===== src/rtl/updn_sweep_ctrl.sv =====
// Sweep sequencer for the up/down counter: load, then up/down sweeps
// between terminal counts, holding one cycle at each terminal.
module updn_sweep_ctrl #(
   parameter int width    = 4,
   parameter int sweeps_w = 4
) (
   input  logic                clk,
   input  logic                rst,
   input  logic                start,
   input  logic [width-1:0]    start_val,
   input  logic [sweeps_w-1:0] sweeps,
   input  logic                abort,
   input  logic [width-1:0]    count_in,
   input  logic                tercnt_in,
   output logic [width-1:0]    ctr_data,
   output logic                ctr_load,
   output logic                ctr_cen,
   output logic                ctr_up_dn,
   output logic                busy,
   output logic                done,
   output logic [sweeps_w-1:0] sweep_cnt
);

   typedef enum logic [2:0] {
      S_IDLE,
      S_LOAD,
      S_UP,
      S_DOWN,
      S_DONE
   } state_t;

   state_t               r_state;
   state_t               w_next;
   logic [width-1:0]     r_data;
   logic [sweeps_w-1:0]  r_rem;
   logic [sweeps_w-1:0]  r_sweep_cnt;
   logic                 w_accept;
   logic                 w_sweep_end;
   logic                 w_unused;

   // count_in is observed by the host only
   assign w_unused = ^count_in;

   always_comb begin
      w_next      = r_state;
      w_accept    = 1'b0;
      w_sweep_end = 1'b0;
      unique case (r_state)
         S_IDLE: begin
            if (start) begin
               w_accept = 1'b1;
               w_next   = (sweeps != '0) ? S_LOAD : S_DONE;
            end
         end
         S_LOAD: begin
            w_next = abort ? S_IDLE : S_UP;
         end
         S_UP: begin
            if (abort)
               w_next = S_IDLE;
            else if (tercnt_in)
               w_next = S_DOWN;
         end
         S_DOWN: begin
            if (abort) begin
               w_next = S_IDLE;
            end else if (tercnt_in) begin
               w_sweep_end = 1'b1;
               w_next      = (r_rem == sweeps_w'(1)) ? S_DONE : S_UP;
            end
         end
         S_DONE: begin
            w_next = S_IDLE;
         end
         default: begin
            w_next = S_IDLE;
         end
      endcase
   end

   always_ff @(posedge clk or negedge rst) begin
      if (!rst)
         r_state <= S_IDLE;
      else
         r_state <= w_next;
   end

   always_ff @(posedge clk or negedge rst) begin
      if (!rst) begin
         r_data      <= '0;
         r_rem       <= '0;
         r_sweep_cnt <= '0;
      end else if (w_accept) begin
         r_sweep_cnt <= '0;
         if (sweeps != '0) begin
            r_data <= start_val;
            r_rem  <= sweeps;
         end
      end else if (w_sweep_end) begin
         r_sweep_cnt <= r_sweep_cnt + sweeps_w'(1);
         r_rem       <= r_rem - sweeps_w'(1);
      end
   end

   // terminal hold: cen drops while tercnt is high so the count never wraps
   assign ctr_cen   = ((r_state == S_UP) || (r_state == S_DOWN))
                      && !tercnt_in;
   assign ctr_load  = (r_state != S_LOAD);
   assign ctr_up_dn = (r_state != S_DOWN);
   assign busy      = (r_state == S_LOAD) || (r_state == S_UP)
                      || (r_state == S_DOWN);
   assign done      = (r_state == S_DONE);
   assign ctr_data  = r_data;
   assign sweep_cnt = r_sweep_cnt;

endmodule

===== config.mk =====
export PLATFORM = sky130hd
export DESIGN_NAME = updn_sweep_ctrl
export DESIGN_NICKNAME = d
export VERILOG_FILES = /design/src/rtl/updn_sweep_ctrl.sv
export SDC_FILE = /design/constraint.sdc
export NUM_CORES = 1
export LEC_CHECK = 0
export ABC_AREA = 1
export ABC_CLOCK_PERIOD_IN_PS = 1800
export CAP_MARGIN = 0
export CELL_PAD_IN_SITES_DETAIL_PLACEMENT = 1
export CELL_PAD_IN_SITES_GLOBAL_PLACEMENT = 1
export CORE_UTILIZATION = 30
export CTS_BUF_LIST = sky130_fd_sc_hd__clkbuf_8
export DETAILED_ROUTE_END_ITERATION = 10
export MAX_ROUTING_LAYER = met4
export PLACE_DENSITY = 0.85
export REMOVE_ABC_BUFFERS = 1
export SLEW_MARGIN = 10
export SYNTH_ARGS = -nofsm -noshare
export SYNTH_HDL_FRONTEND = slang
export SYNTH_SLANG_ARGS = --single-unit
export TNS_END_PERCENT = 5

===== constraint.sdc =====
create_clock -name clk -period 1.8 [get_ports clk]
set_input_delay 0.27 -clock clk [delete_from_list [all_inputs] [get_ports clk]]
set_output_delay 0.27 -clock clk [all_outputs]
set_load 0.1 [all_outputs]

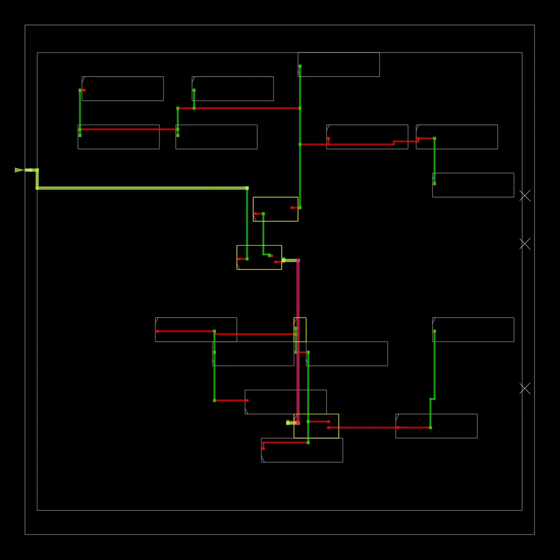
Figure 1: clock wiring as the flow saved it.
clock sink count: 15
Final Skew: 0.00117 ns
Power Clock: 0.269 mW
clock tree buffer count of the final layout: 3

==> impl.org <==
* Flow results

** Power
- In the power breakdown, the biggest contributor is combinational cells.
- The internal portion of the total power is 1.14 mW.
- Per the breakdown, switching nets consume ~57% of all power.

** GRT
- Entering global routing, the biggest net connects 16 pins.

** Timing
- Worst Max-Slew Pin Slew :: 0.348 ns
- Final Hold Violating Endpoints :: 0
- Endpoints with negative setup slack in the final report add up to 0.
- Relative slew slack :: 76.6%

** Routing
- After detailed routing, the number of remaining DRC violations is 3.

** Critical path
- Critical path class :: reg2out
- Worst setup path startpoint :: r_state[1]$_DFFE_PN0P_
- STA classifies the critical path startpoint as a flop.

** Clock tree
- The report puts the hold buffer count at CTS at 0.

** Placement
- # port buffers :: 25
- The placement stage leaves a total instance area of 0.00129 mm2.

** Synth
- Post-synthesis instance area :: just over 900 um2
- Distinct cell type count of the synthesized netlist :: 22
- After synthesis, the design contains around 120 cells according to Yosys.
- Synthesis inferred 15 register bits.

** Layout
- Leaving out filler cells and counting taps, the final layout contains around 180.
- The library cell used most frequently in the layout, excluding fill and tap cells, is sky130_fd_sc_hd__nand2_1.
- The plain and repair buffers instantiated in the layout total 28.
- The finished cells cover 0.00134 mm2.
- The area taken by multi-input combinational cells is reported as 463 um2.

** Outcome
- The final reports fail on design-rule violations.
- Status :: finished, violations left
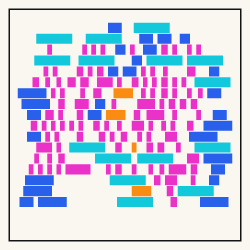
Figure 2: cells coloured by class.
Drawn at 4 px/um.
Key: remaining buffers and delay cells = blue [cells 28, share of their area 27%]; remaining logic cells = magenta [cells 106, share of their area 41%]; clock drivers and dummy loads = orange [cells 4, share of their area 3.5%]; registers = cyan [cells 15, share of their area 29%]
sequential portion of the cell area: 28.0%
Site Rows: 19
final core utilization: 47.3%

## per-layer routing
layer | GRT usage (%) | vias to the layer above | share of wire (%)
li1 | - | 449 | -
met1 | 20.0 | 430 | 42
met2 | 29.7 | 19 | 53
met3 | 2.95 | 2 | 4.1
met4 | 5.23 | 0 | 0.75
met5 | - | - | 0
## kinds of logic (layout without fill, tap and decap cells)
logic type               Yosys count  after routing  share of synthesized area (%)
AND/OR/NAND/NOR                   80             80                           40.5
AND-OR/OR-AND                      5              5                           2.71
adder cells (fa/ha/maj)            3              3                           4.06
flip-flops                        15             15                           40.6
buffers and inverters             17             47                           9.34
XOR/XNOR                           3              3                           2.84
## registers in the layout (all words and copies together), names as in the netlist
register / cells
ctr_data: 4
r_rem: 4
r_state: 3
sweep_cnt: 4
## how the worst min path moves through the flow
stage                             from                        to  slack [ns]  cells after the start
2_1_floorplan                      rst   ctr_data[0]$_DFFE_PN0P_       -0.03                      0
3_3_place_gp   ctr_data[3]$_DFFE_PN0P_   ctr_data[3]$_DFFE_PN0P_        0.46                      2
3_5_place_dp   ctr_data[0]$_DFFE_PN0P_   ctr_data[0]$_DFFE_PN0P_        0.47                      2
4_1_cts                            rst  sweep_cnt[2]$_DFFE_PN0P_        0.35                      2
5_1_grt                            rst  sweep_cnt[1]$_DFFE_PN0P_        0.35                      2
6_report                           rst  sweep_cnt[2]$_DFFE_PN0P_        0.34                      2
## per-stage QoR
step	setup TNS, ns	total power [mW]
after detailed placement	0	2.37
final	0	2.63
after CTS	0	2.65
after global placement	0	2.32
after floorplan	-1.37	1.83
after global routing	0	2.80
## worst max-delay path: cells and delay by family (launching register included)
kind,cells,cell delay [ns]
flip-flops,1,0.43
AND/OR/NAND/NOR,2,0.33
buffers and inverters,3,0.36
Power and IR drop assume default switching activity.
